### src/rtl/mem_access_stage_pkg.sv
// -----------------------------------------------------------------------------
// mem_access_stage_pkg
// Definitions shared by the EX/MEM register + MEM stage:
//   - register file widths (32-bit data, 5-bit register address)
//   - data-RAM access size encodings MEM_SIZE_B / MEM_SIZE_H / MEM_SIZE_W
//   - access FSM state encoding ST_IDLE / ST_ACCESS
//   - is_misaligned(): alignment rule shared by the FSM and the WB error flag
// -----------------------------------------------------------------------------
package mem_access_stage_pkg;

   localparam int REG_DATA_W = 32;
   localparam int REG_ADDR_W = 5;

   localparam logic [1:0] MEM_SIZE_B = 2'b00;
   localparam logic [1:0] MEM_SIZE_H = 2'b01;
   localparam logic [1:0] MEM_SIZE_W = 2'b10;

   typedef enum logic [0:0] {
      ST_IDLE   = 1'b0,
      ST_ACCESS = 1'b1
   } mem_state_e;

   // Bytes are always aligned; halves need an even address; words (and the
   // unused 2'b11 size, treated as a word) need a 4-byte aligned address.
   function automatic logic is_misaligned(input logic [1:0] size,
                                          input logic [1:0] addr_lo);
      logic mis;
      case (size)
         MEM_SIZE_B: mis = 1'b0;
         MEM_SIZE_H: mis = addr_lo[0];
         MEM_SIZE_W: mis = (addr_lo != 2'b00);
         default:    mis = (addr_lo != 2'b00);
      endcase
      return mis;
   endfunction

endpackage

### src/rtl/mem_access_stage_lane_align.sv
// -----------------------------------------------------------------------------
// mem_lane_align
// Combinational little-endian lane steering for the data RAM.
// Ports:
//   i_size       access size (MEM_SIZE_B/H/W)
//   i_signed     sign-extend loads when 1, zero-extend when 0
//   i_addr_lo    byte offset within the word (addr[1:0])
//   i_store_data register value to be stored
//   i_load_data  raw 32-bit word returned by the RAM
//   o_sel        byte enables for the store
//   o_wdata      store data replicated onto every lane it could occupy
//   o_load_ext   selected load lane, extended to 32 bits
// -----------------------------------------------------------------------------
module mem_lane_align
   import mem_access_stage_pkg::*;
(
   input  logic [1:0]  i_size,
   input  logic        i_signed,
   input  logic [1:0]  i_addr_lo,
   input  logic [31:0] i_store_data,
   input  logic [31:0] i_load_data,
   output logic [3:0]  o_sel,
   output logic [31:0] o_wdata,
   output logic [31:0] o_load_ext
);

   logic [7:0]  w_byte;
   logic [15:0] w_half;

   // Store side: byte enables plus replicated write data.
   always_comb begin
      o_sel   = 4'b0000;
      o_wdata = 32'd0;
      case (i_size)
         MEM_SIZE_B: begin
            o_sel   = 4'b0001 << i_addr_lo;
            o_wdata = {4{i_store_data[7:0]}};
         end
         MEM_SIZE_H: begin
            if (i_addr_lo[1]) begin
               o_sel = 4'b1100;
            end else begin
               o_sel = 4'b0011;
            end
            o_wdata = {2{i_store_data[15:0]}};
         end
         default: begin
            o_sel   = 4'b1111;
            o_wdata = i_store_data;
         end
      endcase
   end

   // Load side: pick the addressed lane, then zero- or sign-extend it.
   always_comb begin
      w_byte     = 8'd0;
      w_half     = 16'd0;
      o_load_ext = 32'd0;
      case (i_addr_lo)
         2'b00:   w_byte = i_load_data[7:0];
         2'b01:   w_byte = i_load_data[15:8];
         2'b10:   w_byte = i_load_data[23:16];
         default: w_byte = i_load_data[31:24];
      endcase
      if (i_addr_lo[1]) begin
         w_half = i_load_data[31:16];
      end else begin
         w_half = i_load_data[15:0];
      end
      case (i_size)
         MEM_SIZE_B: o_load_ext = {{24{i_signed & w_byte[7]}}, w_byte};
         MEM_SIZE_H: o_load_ext = {{16{i_signed & w_half[15]}}, w_half};
         default:    o_load_ext = i_load_data;
      endcase
   end

endmodule

### src/rtl/mem_access_stage.sv
// -----------------------------------------------------------------------------
// mem_access_stage
// EX/MEM pipeline register merged with the MEM stage of the 5-stage MIPS
// pipeline. Latches EX results, performs byte/half/word loads and stores over
// a req/ack data-RAM handshake, stalls upstream while an access is pending and
// drives the MEM/WB outputs used by the register file and HI/LO register.
//
// Ports:
//   clk, rst                 clock, synchronous active-high reset
//   *_EX                     EX stage results and control (captured when not stalled)
//   ram_req/we/addr/wdata/sel  data-RAM request, stable for the whole access
//   ram_ack, ram_rdata       RAM completion strobe and read data
//   stall_req                hold IF, IF_ID, ID_EX and this stage's latch
//   *_WB                     registered MEM/WB outputs
//   addr_err_WB              one-cycle misaligned access flag
//   fwd_*_MEM                MEM-stage forwarding of non-memory results
//
// Build option: define MEM_FWD_EN to drive fwd_*_MEM from the latch;
// otherwise the forwarding ports are tied to zero.
// -----------------------------------------------------------------------------
module mem_access_stage
   import mem_access_stage_pkg::*;
#(
   parameter int DATA_W = REG_DATA_W,
   parameter int ADDR_W = REG_ADDR_W
) (
   input  logic              clk,
   input  logic              rst,
   input  logic              valid_EX,
   input  logic              WriteReg_EX,
   input  logic              MemOrAlu_EX,
   input  logic              WriteMem_EX,
   input  logic [1:0]        mem_size_EX,
   input  logic              mem_signed_EX,
   input  logic [ADDR_W-1:0] target_EX,
   input  logic [DATA_W-1:0] alu_out_EX,
   input  logic [DATA_W-1:0] rdata_2_EX,
   input  logic              we_hi_EX,
   input  logic              we_lo_EX,
   input  logic [DATA_W-1:0] hi_EX,
   input  logic [DATA_W-1:0] lo_EX,
   output logic              ram_req,
   output logic              ram_we,
   output logic [31:0]       ram_addr,
   output logic [31:0]       ram_wdata,
   output logic [3:0]        ram_sel,
   input  logic              ram_ack,
   input  logic [31:0]       ram_rdata,
   output logic              stall_req,
   output logic              valid_WB,
   output logic              WriteReg_WB,
   output logic              we_hi_WB,
   output logic              we_lo_WB,
   output logic [ADDR_W-1:0] target_WB,
   output logic [DATA_W-1:0] wdata_WB,
   output logic [DATA_W-1:0] hi_WB,
   output logic [DATA_W-1:0] lo_WB,
   output logic              addr_err_WB,
   output logic              fwd_we_MEM,
   output logic [ADDR_W-1:0] fwd_addr_MEM,
   output logic [DATA_W-1:0] fwd_data_MEM
);

   // EX/MEM latch
   logic              r_valid;
   logic              r_write_reg;
   logic              r_mem_or_alu;
   logic              r_write_mem;
   logic [1:0]        r_size;
   logic              r_signed;
   logic [ADDR_W-1:0] r_target;
   logic [DATA_W-1:0] r_alu_out;
   logic [DATA_W-1:0] r_store_data;
   logic              r_we_hi;
   logic              r_we_lo;
   logic [DATA_W-1:0] r_hi;
   logic [DATA_W-1:0] r_lo;

   // access FSM
   mem_state_e        r_state;
   logic              r_ram_req;

   // MEM/WB registers
   logic              r_valid_wb;
   logic              r_write_reg_wb;
   logic              r_we_hi_wb;
   logic              r_we_lo_wb;
   logic [ADDR_W-1:0] r_target_wb;
   logic [DATA_W-1:0] r_wdata_wb;
   logic [DATA_W-1:0] r_hi_wb;
   logic [DATA_W-1:0] r_lo_wb;
   logic              r_addr_err_wb;

   logic              w_in_access;
   logic              w_stall;
   logic              w_ex_access;
   logic              w_addr_err;
   logic              w_load_hit;
   logic [3:0]        w_sel;
   logic [31:0]       w_wdata;
   logic [31:0]       w_load_ext;

   assign w_in_access = (r_state == ST_ACCESS);
   // The ack cycle releases the stall so the next op is latched on the same
   // edge that completes the current access.
   assign w_stall     = w_in_access && !ram_ack;
   // An incoming op needs the RAM only if it is a real, aligned memory op;
   // misaligned ops flow through like ALU ops.
   assign w_ex_access = valid_EX && (MemOrAlu_EX || WriteMem_EX) &&
                        !is_misaligned(mem_size_EX, alu_out_EX[1:0]);
   assign w_addr_err  = r_valid && (r_mem_or_alu || r_write_mem) &&
                        is_misaligned(r_size, r_alu_out[1:0]);
   // Only a load completing its RAM access returns memory data.
   assign w_load_hit  = w_in_access && r_mem_or_alu;

   mem_lane_align u_lane_align (
      .i_size       (r_size),
      .i_signed     (r_signed),
      .i_addr_lo    (r_alu_out[1:0]),
      .i_store_data (r_store_data),
      .i_load_data  (ram_rdata),
      .o_sel        (w_sel),
      .o_wdata      (w_wdata),
      .o_load_ext   (w_load_ext)
   );

   // EX/MEM latch: capture EX results whenever the stage is not stalled.
   always_ff @(posedge clk) begin
      if (rst) begin
         r_valid      <= 1'b0;
         r_write_reg  <= 1'b0;
         r_mem_or_alu <= 1'b0;
         r_write_mem  <= 1'b0;
         r_size       <= 2'b00;
         r_signed     <= 1'b0;
         r_target     <= {ADDR_W{1'b0}};
         r_alu_out    <= {DATA_W{1'b0}};
         r_store_data <= {DATA_W{1'b0}};
         r_we_hi      <= 1'b0;
         r_we_lo      <= 1'b0;
         r_hi         <= {DATA_W{1'b0}};
         r_lo         <= {DATA_W{1'b0}};
      end else if (!w_stall) begin
         r_valid      <= valid_EX;
         r_write_reg  <= WriteReg_EX;
         r_mem_or_alu <= MemOrAlu_EX;
         r_write_mem  <= WriteMem_EX;
         r_size       <= mem_size_EX;
         r_signed     <= mem_signed_EX;
         r_target     <= target_EX;
         r_alu_out    <= alu_out_EX;
         r_store_data <= rdata_2_EX;
         r_we_hi      <= we_hi_EX;
         r_we_lo      <= we_lo_EX;
         r_hi         <= hi_EX;
         r_lo         <= lo_EX;
      end
   end

   // Access FSM with registered RAM request.
   always_ff @(posedge clk) begin
      if (rst) begin
         r_state   <= ST_IDLE;
         r_ram_req <= 1'b0;
      end else begin
         case (r_state)
            ST_IDLE: begin
               r_state   <= w_ex_access ? ST_ACCESS : ST_IDLE;
               r_ram_req <= w_ex_access;
            end
            ST_ACCESS: begin
               // on ack a back-to-back memory op re-enters ACCESS directly
               if (ram_ack) begin
                  r_state   <= w_ex_access ? ST_ACCESS : ST_IDLE;
                  r_ram_req <= w_ex_access;
               end else begin
                  r_state   <= ST_ACCESS;
                  r_ram_req <= 1'b1;
               end
            end
            default: begin
               r_state   <= ST_IDLE;
               r_ram_req <= 1'b0;
            end
         endcase
      end
   end

   // MEM/WB register: bubble while waiting on the RAM, else retire the latch.
   always_ff @(posedge clk) begin
      if (rst || w_stall || !r_valid) begin
         r_valid_wb     <= 1'b0;
         r_write_reg_wb <= 1'b0;
         r_we_hi_wb     <= 1'b0;
         r_we_lo_wb     <= 1'b0;
         r_target_wb    <= {ADDR_W{1'b0}};
         r_wdata_wb     <= {DATA_W{1'b0}};
         r_hi_wb        <= {DATA_W{1'b0}};
         r_lo_wb        <= {DATA_W{1'b0}};
         r_addr_err_wb  <= 1'b0;
      end else begin
         r_valid_wb     <= 1'b1;
         r_write_reg_wb <= r_write_reg && !w_addr_err;
         r_we_hi_wb     <= r_we_hi;
         r_we_lo_wb     <= r_we_lo;
         r_target_wb    <= r_target;
         r_wdata_wb     <= w_load_hit ? w_load_ext : r_alu_out;
         r_hi_wb        <= r_hi;
         r_lo_wb        <= r_lo;
         r_addr_err_wb  <= w_addr_err;
      end
   end

   // RAM interface: everything is decoded from held registers, so it stays
   // stable for the whole access and reads as zero outside it.
   assign ram_req   = r_ram_req;
   assign stall_req = w_stall;
   assign ram_we    = w_in_access && r_write_mem;
   assign ram_addr  = w_in_access ? {r_alu_out[31:2], 2'b00} : 32'd0;
   assign ram_sel   = w_in_access ? w_sel : 4'b0000;
   assign ram_wdata = w_in_access ? w_wdata : 32'd0;

   assign valid_WB    = r_valid_wb;
   assign WriteReg_WB = r_write_reg_wb;
   assign we_hi_WB    = r_we_hi_wb;
   assign we_lo_WB    = r_we_lo_wb;
   assign target_WB   = r_target_wb;
   assign wdata_WB    = r_wdata_wb;
   assign hi_WB       = r_hi_wb;
   assign lo_WB       = r_lo_wb;
   assign addr_err_WB = r_addr_err_wb;

`ifdef MEM_FWD_EN
   // Loads have no data yet in MEM, so only non-memory results forward.
   assign fwd_we_MEM   = r_valid && r_write_reg && !r_mem_or_alu;
   assign fwd_addr_MEM = r_target;
   assign fwd_data_MEM = r_alu_out;
`else
   assign fwd_we_MEM   = 1'b0;
   assign fwd_addr_MEM = {ADDR_W{1'b0}};
   assign fwd_data_MEM = {DATA_W{1'b0}};
`endif

endmodule

### config.mk
export PLATFORM = sky130hd
export DESIGN_NAME = mem_access_stage
export DESIGN_NICKNAME = d
export VERILOG_FILES = /design/src/rtl/mem_access_stage_pkg.sv /design/src/rtl/mem_access_stage_lane_align.sv /design/src/rtl/mem_access_stage.sv
export SDC_FILE = /design/constraint.sdc
export NUM_CORES = 1
export LEC_CHECK = 0
export ABC_AREA = 1
export CAP_MARGIN = 0
export CORE_MARGIN = 3
export CORE_UTILIZATION = 40
export DETAILED_ROUTE_END_ITERATION = 8
export PLACE_DENSITY_LB_ADDON = 0.08
export SLEW_MARGIN = 10
export SYNTH_ARGS = -nofsm -noshare
export SYNTH_HDL_FRONTEND = slang
export SYNTH_HIERARCHICAL = 1
export SYNTH_SLANG_ARGS = --single-unit
### constraint.sdc
create_clock -name clk -period 1.8 [get_ports clk]
set_input_delay 0.36 -clock clk [delete_from_list [all_inputs] [get_ports clk]]
set_output_delay 0.36 -clock clk [all_outputs]
set_load 0.02 [all_outputs]
==> impl_metrics.toml <==
# implementation run metrics
[sta]
period_used_pct = 113
drv_slew = 0
setup_ws_ns = -0.233
setup_viol = 62
final.setup.tns_ns = -7.77
hold_viol_final = 0
period_needed_ns = 2.03
max_freq_ghz = 0.492
tightest_slew_ns = 0.703
holdWs_ns = 0.368

[pwr]
power.density_nw_per_um2 = 852
ir_worst_vdd_mv = 0.732
p_sw_share_pct = 25.4
switchingPower_mw = 3.42
comb_power_share_pct = 14.0

[placed_design]
pre_cts_ws_ns = -0.251
hpwl_um = 23700
gp_congestion = 0.885
dp_cells = 2099
portBuffers = 351

[clock_network]
path_clk_slew_ns = 0.06
cts-root-buf = "clkbuf_16"
cts_tree = "built"
cts_inserted_buffers = 27
clockBufferDepth = 3
cts_sinks = 249
ctsHoldBuffers = 0

[final_layout]
bufAreaShareNonClock_pct = 28.4
nets = 2009
clkCellAreaFrac_pct = 5.82
final_cell_mix = "433 x nand2_1, 245 x dfxtp_1, 175 x a21oi_1, 175 x clkdlybuf4s50_1, 143 x inv_1"
finish.utilization_pct = 62.4
n_antenna_cell = 4
lay_top_count = "nand2_1"
num-nonclk-buffers = 442
inverters_excl_clock = 187
dominant-cell-class = "flip-flops and latches"
comb_share_pct = 26.9
comb_cells = 925
final-seq-area_um2 = 5000
mi_logic_area_um2 = 4260
nClkBuffers = 38

[setup_path]
r2r_end = "wdata_WB[2]"
r2r_cells = 9
critPathKind = "flop to output pin"
slowest_delay_ns = 0.37
crit_required_ns = 1.44
endpoint = "ram_wdata[30]"
worstSetupStartpoint = "r_size[1]"
worstPathCellList = "inv_2 > nand2_1 > buf_4 > o211ai_1 > nand2_1 > inv_1 > buf_4"
crit_slowest_cell = "dfxtp_4"
ff2ff_setup_slack_ns = 0.09
crit_family = "buffers and inverters"
cp_max_fo = 5
crit_path_end_kind = "output pin"
path_depth = 7
path_buffers = 4

[synth]
synthesis.area_um2 = 10400
top_cells_by_area = "dfxtp_1 48%, nand2_1 17%, a21oi_1 8.4%"
postSynthCellCount = 1458
synth.avg_cell_area_um2 = 7.11
ys_cells = 1458
ys_area_um2 = 10400
yosysWarnings = 6
ys_seq_share_pct = 48.1
synth.distinct_cells = 25

[floorplanning]
die_y_um = 167
dieWidth_um = 167
chipArea_um2 = 27900
ioPinCount = 392
fp_util_pct = 40.9
taps = 330

[grt]
grt_max_degree = 144
antenna_found_initial = 7
grt_pass1_wl_um = 51700
grt_usage_pct = 22.7

[routing]
vias = 10100
dr.pass1.iters = 5
drt_iter0_markers = 619
antenna_left = 0
wl_um = 34200
post_drt_wl_per_cell_um = 15.7

[job]
warnings = 31
drv_cap = 0

[status]
status = "finished, violations left"
failed_checks = "setup timing"

[worst_hold_path]
worstHoldPathType = "input port to flop"
[power by group through the flow]
stage          Combinational [mW]  Sequential (mW)  Clock, mW
6_report                     1.89             5.93       5.65
5_1_grt                      2.06             5.95       5.99
4_1_cts                      1.75             5.91       5.77
3_5_place_dp                 1.73             6.03          0
3_3_place_gp                 1.72             6.02          0
2_1_floorplan               0.904             6.04          0
[logic make-up (layout without fill, tap and decap cells)]
logic type / count (synthesis) / in the layout / share of synthesized area, %
compound gates: 219 / 219 / 10.7
buf+inv: 323 / 678 / 14.9
flops: 249 / 249 / 48.1
other cells: 1 / 44 / 0.0362
simple gates: 666 / 666 / 26.3
[timing repair]
action,in CTS,in global routing
setup buffers,8,20
endpoints found under the hold margin,0,0
resized,447,199
endpoints found under the setup margin,175,66
cloned,1,6
pin swaps,5,22
[cell usage after synthesis (2+ instances only)]
cell	n
a21oi_1	175
buf_1	7
buf_2	38
buf_4	58
buf_6	9
clkbuf_1	24
dfxtp_1	249
inv_1	183
inv_2	4
nand2_1	479
nand2_4	2
nand3_1	53
nand3_2	10
nand3_4	2
nor2_1	112
nor2_4	2
nor2_8	2
o211ai_1	4
o21ai_0	38
or2_2	2
[how the worst min path moves through the flow]
stage / from / to / slack (ns) / depth (start not counted)
after CTS: target_EX[4] / r_target[4] / 0.35 / 3
final: target_EX[4] / r_target[4] / 0.37 / 3
after global placement: r_hi[30] / hi_WB[30] / 0.41 / 2
after detailed placement: r_we_hi / we_hi_WB / 0.42 / 2
after global routing: we_hi_EX / r_we_hi / 0.36 / 3
after floorplan: r_hi[0] / hi_WB[0] / 0.41 / 2
[per-layer routing]
layer  share of wire (%)  wire [um]  GRT usage, %
met5                0.18         61             0
met4                 2.4        829          7.07
met3                 8.6       2930          7.36
met2                  48      16400          38.5
met1                  41      14000          27.5
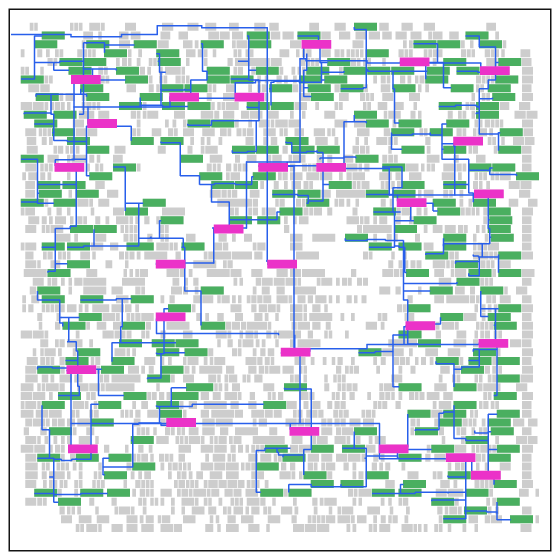
**Above:** clock distribution.
[flip-flops] green | count: 249
[clock-net drivers] magenta | count: 27
[clock wires] blue | length: 3,110 um
routed clock nets	28
flops lie	spread over the die
worst-case clock skew: 0.0151 ns
clock latency on the worst-skew pair: 0.55 ns
Clock power frac: 41.9%

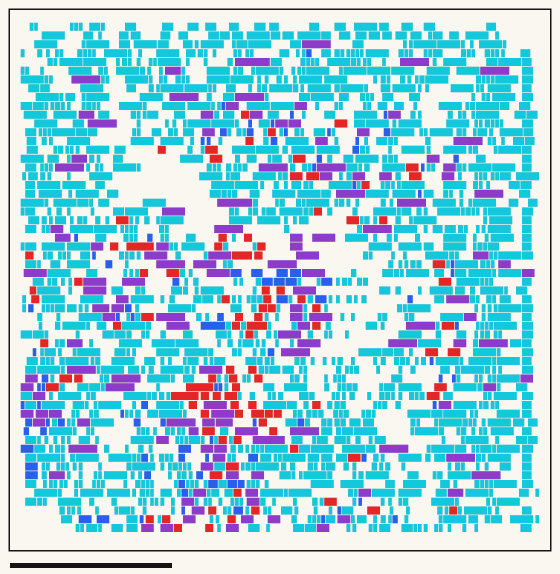
**Above:** sizing map.
The bar under the picture is 50 um long.
size	color	cells	share
x2	blue	97	5.2%
x6 and larger	purple	132	7.1%
x1 and smaller	cyan	1,525	82%
x3 and x4	red	98	5.3%
fin worst setup slack: -0.233 ns
post-route cell area: 15,800 um^2
area added between synthesis and finish: 52.3%

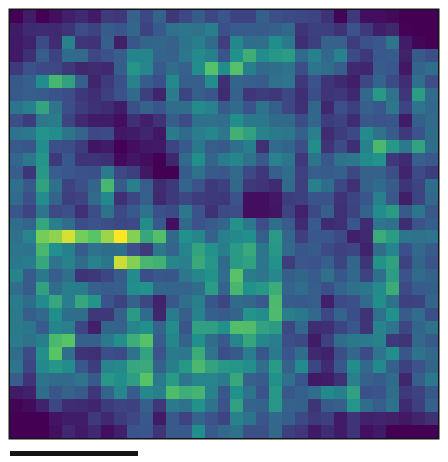
**Above:** routed metal per tile.
The bar under the picture is 50 um long. 33 x 33 tiles, from dark purple (low) to yellow (high), scaled to the fullest tile. Values are wire area over tile area, all layers added.
nearly empty tiles	2.4%
mean over tiles	0.21
fullest tile	0.67
tiles over half the peak	10%

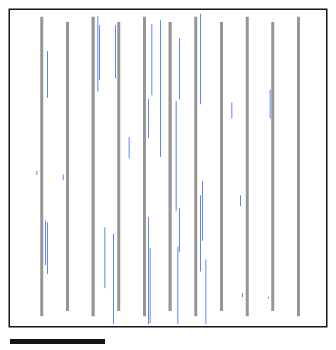
**Above:** the metal 4 layer.
The bar under the picture is 50 um long. Supply wires on this layer in gray.
main direction	vertical
nets with wire on the layer	20
longest straight run	72.1 um

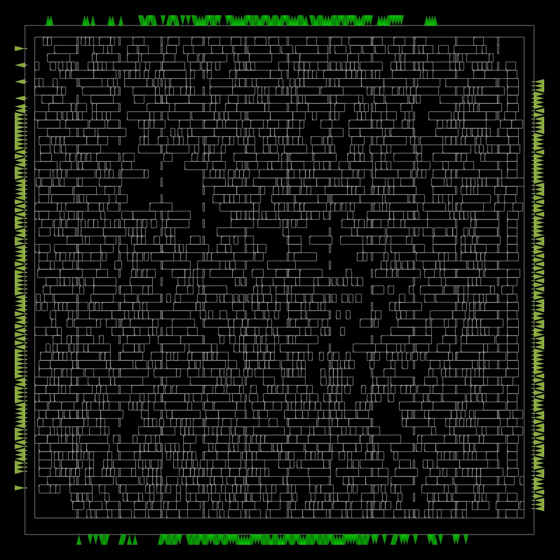
**Above:** cell placement.
sequential cell area share: 31.6%
fin cells: 2,186

No activity file was given, so power comes from the tool's default toggle rates.
